==> src/rtl/key_debounce_pkg.sv <==
// Shared definitions for the key debouncer: FSM state encodings and the
// default filter length for a 50 MHz board (20 ms).
package key_debounce_pkg;

    typedef enum logic [1:0] {
        IDLE       = 2'd0,
        PRESS_FILT = 2'd1,
        PRESSED    = 2'd2,
        REL_FILT   = 2'd3
    } state_e;

    localparam int unsigned CNT_MAX_50MHZ = 1000000;
    localparam int unsigned CNT_W_50MHZ   = 20;

endpackage

==> src/rtl/key_sync_2ff.sv <==
// Two-flop synchronizer for a single asynchronous input. RST_VAL sets the
// level both flops take under reset.
module key_sync_2ff #(
    parameter logic RST_VAL = 1'b0
) (
    input  logic clk,
    input  logic rst,
    input  logic d,
    output logic q
);

    logic meta_q;
    logic sync_q;

    always_ff @(posedge clk or posedge rst) begin
        if (rst) begin
            meta_q <= RST_VAL;
            sync_q <= RST_VAL;
        end else begin
            meta_q <= d;
            sync_q <= meta_q;
        end
    end

    assign q = sync_q;

endmodule

==> src/rtl/key_debounce.sv <==
// Mechanical key debouncer: optional 2-flop front-end, then a four-state
// filter that accepts a transition only after CNT_MAX stable cycles.
module key_debounce
    import key_debounce_pkg::*;
#(
    parameter int unsigned CNT_MAX    = CNT_MAX_50MHZ,
    parameter int unsigned CNT_W      = CNT_W_50MHZ,
    parameter bit          ACTIVE_LOW = 1'b1,
    parameter bit          SYNC_EN    = 1'b1
) (
    input  logic clk,
    input  logic rst,
    input  logic key_in,
    output logic key_level,
    output logic key_press,
    output logic key_release,
    output logic key_busy
);

    localparam logic [CNT_W-1:0] CNT_LAST = CNT_W'(CNT_MAX - 1);

    logic key_s;
    logic key_act;

    generate
        if (SYNC_EN) begin : g_sync
            // Reset to the released pin level so reset exit never looks like a press.
            key_sync_2ff #(
                .RST_VAL(ACTIVE_LOW)
            ) u_sync (
                .clk(clk),
                .rst(rst),
                .d  (key_in),
                .q  (key_s)
            );
        end else begin : g_nosync
            assign key_s = key_in;
        end
    endgenerate

    assign key_act = key_s ^ ACTIVE_LOW;

    state_e           state_q,   state_d;
    logic [CNT_W-1:0] cnt_q,     cnt_d;
    logic             level_q,   level_d;
    logic             press_q,   press_d;
    logic             release_q, release_d;
    logic             busy_q,    busy_d;

    always_ff @(posedge clk or posedge rst) begin
        if (rst) begin
            state_q   <= IDLE;
            cnt_q     <= '0;
            level_q   <= 1'b0;
            press_q   <= 1'b0;
            release_q <= 1'b0;
            busy_q    <= 1'b0;
        end else begin
            state_q   <= state_d;
            cnt_q     <= cnt_d;
            level_q   <= level_d;
            press_q   <= press_d;
            release_q <= release_d;
            busy_q    <= busy_d;
        end
    end

    always_comb begin
        state_d   = state_q;
        cnt_d     = cnt_q;
        level_d   = level_q;
        press_d   = 1'b0;
        release_d = 1'b0;
        case (state_q)
            IDLE: begin
                level_d = 1'b0;
                if (key_act) begin
                    state_d = PRESS_FILT;
                    cnt_d   = '0;
                end
            end
            PRESS_FILT: begin
                if (!key_act) begin
                    state_d = IDLE;
                    cnt_d   = '0;
                end else if (cnt_q == CNT_LAST) begin
                    state_d = PRESSED;
                    cnt_d   = '0;
                    level_d = 1'b1;
                    press_d = 1'b1;
                end else begin
                    cnt_d = cnt_q + CNT_W'(1);
                end
            end
            PRESSED: begin
                level_d = 1'b1;
                if (!key_act) begin
                    state_d = REL_FILT;
                    cnt_d   = '0;
                end
            end
            REL_FILT: begin
                if (key_act) begin
                    state_d = PRESSED;
                    cnt_d   = '0;
                end else if (cnt_q == CNT_LAST) begin
                    state_d   = IDLE;
                    cnt_d     = '0;
                    level_d   = 1'b0;
                    release_d = 1'b1;
                end else begin
                    cnt_d = cnt_q + CNT_W'(1);
                end
            end
            default: begin
                state_d = IDLE;
                cnt_d   = '0;
                level_d = 1'b0;
            end
        endcase
        busy_d = (state_d == PRESS_FILT) || (state_d == REL_FILT);
    end

    assign key_level   = level_q;
    assign key_press   = press_q;
    assign key_release = release_q;
    assign key_busy    = busy_q;

endmodule

==> config.mk <==
export PLATFORM = sky130hd
export DESIGN_NAME = key_debounce
export DESIGN_NICKNAME = d
export VERILOG_FILES = /design/src/rtl/key_debounce_pkg.sv /design/src/rtl/key_sync_2ff.sv /design/src/rtl/key_debounce.sv
export SDC_FILE = /design/constraint.sdc
export NUM_CORES = 1
export LEC_CHECK = 0
export CAP_MARGIN = 0
export CORE_UTILIZATION = 55
export CTS_BUF_LIST = sky130_fd_sc_hd__clkbuf_4
export CTS_CLUSTER_DIAMETER = 100
export CTS_CLUSTER_SIZE = 25
export DETAILED_ROUTE_END_ITERATION = 7
export PLACE_DENSITY = 0.83
export SLEW_MARGIN = 30
export SYNTH_ARGS = -nofsm -noshare
export SYNTH_HDL_FRONTEND = slang
export SYNTH_SLANG_ARGS = --single-unit
==> constraint.sdc <==
create_clock -name clk -period 2.07 [get_ports clk]
set_clock_uncertainty 0.15 [all_clocks]
set_input_delay 0.414 -clock clk [delete_from_list [all_inputs] [get_ports clk]]
set_output_delay 0.414 -clock clk [all_outputs]
set_load 0.01 [all_outputs]
==> metrics.log <==
[report] implementation figures
[metrics] main power-consuming group: registers
[metrics] most frequent cell after synthesis: dfrtp_1
[metrics] EDFF count, synth: 0
[metrics] post-layout period usage: 106.7%
[metrics] path type of the worst setup path: flop to flop
[metrics] number of OpenROAD warnings: 33
[metrics] CTS tree: done
[metrics] Diodes inserted: 0
[metrics] status: finished with violations
[metrics] Logic area: 974.7 um2
[metrics] violations in the final reports: negative setup slack
[metrics] endpoint required time on the critical path: 2.16 ns
[metrics] min cycle time layout: 2.210 ns
[metrics] share of post-route cells with drive strength above 1: 28.57%
[metrics] worst setup slack after layout: -0.1396 ns
[metrics] most frequent logic cell in the layout: dfrtp_1
[metrics] violation tally from detailed-route iteration zero: 87
[metrics] synth top area cells: dfrtp_1 40%, nand2_1 5.0%, ha_1 4.8%
[metrics] share of synthesized area occupied by flip-flops and latches: 43.02%
[metrics] final weighted congestion in routability-driven placement: 0.8518
[metrics] most frequently used flop master after synthesis: dfrtp_1
[metrics] achievable frequency: 452.6 MHz
[metrics] total setup violations reported at the end of the flow: 20
layer usage:
layer,global-route usage (%),part of all wire (%),vias to the layer above
met3,5.386,7.9,26
li1,-,-,715
met5,0,0,-
met4,20.00,5.0,0
met2,48.36,50,89
met1,35.80,37,766
metrics by stage:
stage,total power [mW],hold slack (ns)
floorplan,0.8851,0.1952
global placement,1.066,0.1953
detailed placement,1.088,0.2076
CTS,1.363,0.2279
global route,1.495,0.2276
finish,1.427,0.2180
flip-flops by register name, summed over array words and instances (netlist names):
name / flops
key_level: 1
key_release: 1
state_q: 2
g_sync.u_sync.q: 1
key_press: 1
g_sync.u_sync.meta_q: 1
cnt_q: 20
critical path, cell delays in order (launching register included):
cell	delay, ns
dfrtp_1	0.42
or4b_4	0.55
or4_4	0.47
o21ai_2	0.19
o21ai_1	0.11
a22o_1	0.23
path summary, 6_finish.rpt:
check                                     start  cells past startpoint              endpoint
hold / removal                              rst                      2            state_q[0]
max in group asynchronous                   rst                      3  g_sync.u_sync.meta_q
hold reg to reg            g_sync.u_sync.meta_q                      0       g_sync.u_sync.q
setup reg to reg                       cnt_q[8]                      5             cnt_q[13]
min in group clk           g_sync.u_sync.meta_q                      0       g_sync.u_sync.q
setup / recovery                       cnt_q[8]                      5             cnt_q[13]
layout make-up:
| cell class | instances | share of cell area (%) |
|---|---|---|
| clock buffer | 3 | 1.084 |
| multi-input combinational | 136 | 46.93 |
| tap | 31 | 1.867 |
| timing repair buffer | 38 | 16.33 |
| sequential | 27 | 32.65 |
| clock inverter | 1 | 0.2410 |
| inverter | 5 | 0.9036 |
repair_timing:
action	4_1_cts	5_1_grt
hold endpoints to repair	0	0
pin swaps	4	6
gates resized	15	16
setup endpoints to repair	22	24
buffers inserted	8	3
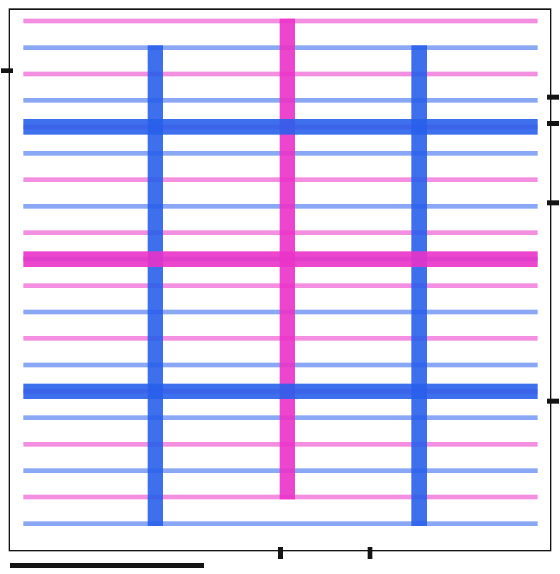
*PDN straps and rails*
The bar under the picture is 20 um long. Pins as bars on the die edge.
| colour | net |
|---|---|
| blue | VSS |
| magenta | VDD |
met5 straps: 3
rows: 19
met1 rails: 20
signal pins: 7
Max VDD drop: 0.5326 mV
Die Height: 55.54 um
Chip Width: 55.54 um
area of the core: 0.002734 mm2

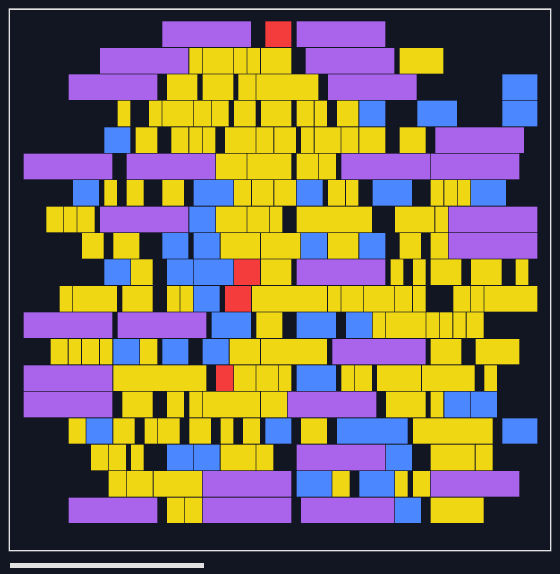
*Cell classes on the final placement*
The bar under the picture is 20 um long.
| colour | class | cells |
|---|---|---|
| yellow | remaining logic cells | 141 |
| purple | sequential cells | 27 |
| red | clock drivers and dummy loads | 4 |
| blue | remaining buffers and delay cells | 38 |
fin area: 0.002077 mm2
register fraction of the total cell area: 32.65%
std cell rows: 19

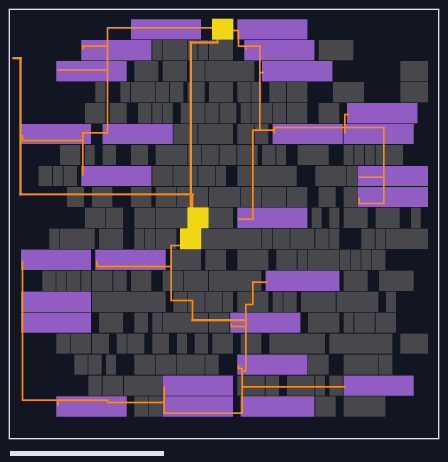
*Clock wires, drivers and flops*
The bar under the picture is 20 um long.
[purple] flip-flops | count: 27
[orange] clock wires | length: 322 um
[yellow] clock-net drivers | count: 3
flops lie: widely spread
clock network power: 238 uW
share of total power in the clock network: 16.7%
insertion delay to the later sink of the worst-skew pair: 0.33 ns

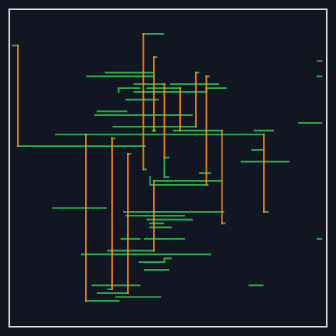
*Routed metal, one colour a layer*
Two of the layers only.
| colour | layer | wire length |
|---|---|---|
| green | M3 | 358 um |
| orange | M4 | 226 um |
wire length reported by the detailed router: 4.512 mm
total routing resource utilization after global routing: 29.72%
average wire length per cell after detail routing: 18.72 um

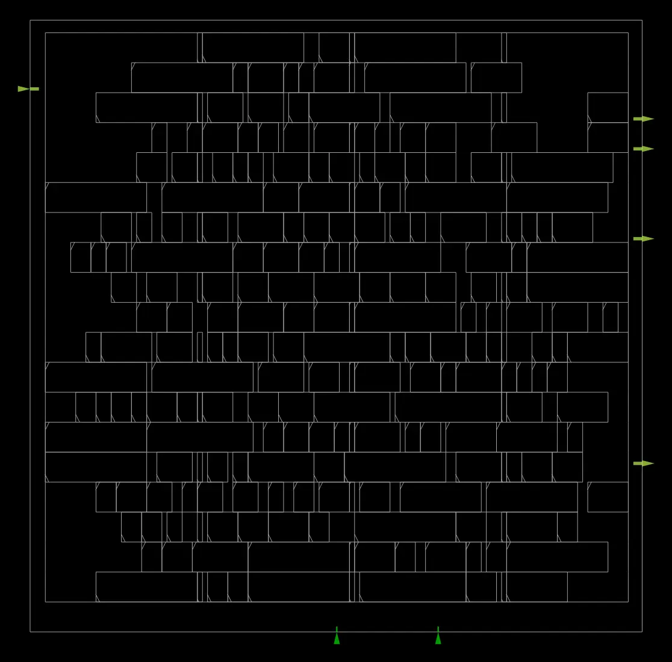
*Placement view*
fill cell total of the finished layout: 176
tap cells: 31
flop count: 27
post-route insts no fill: 241
Util after Layout: 75.97%

Power is estimated from default activity; no workload was simulated.
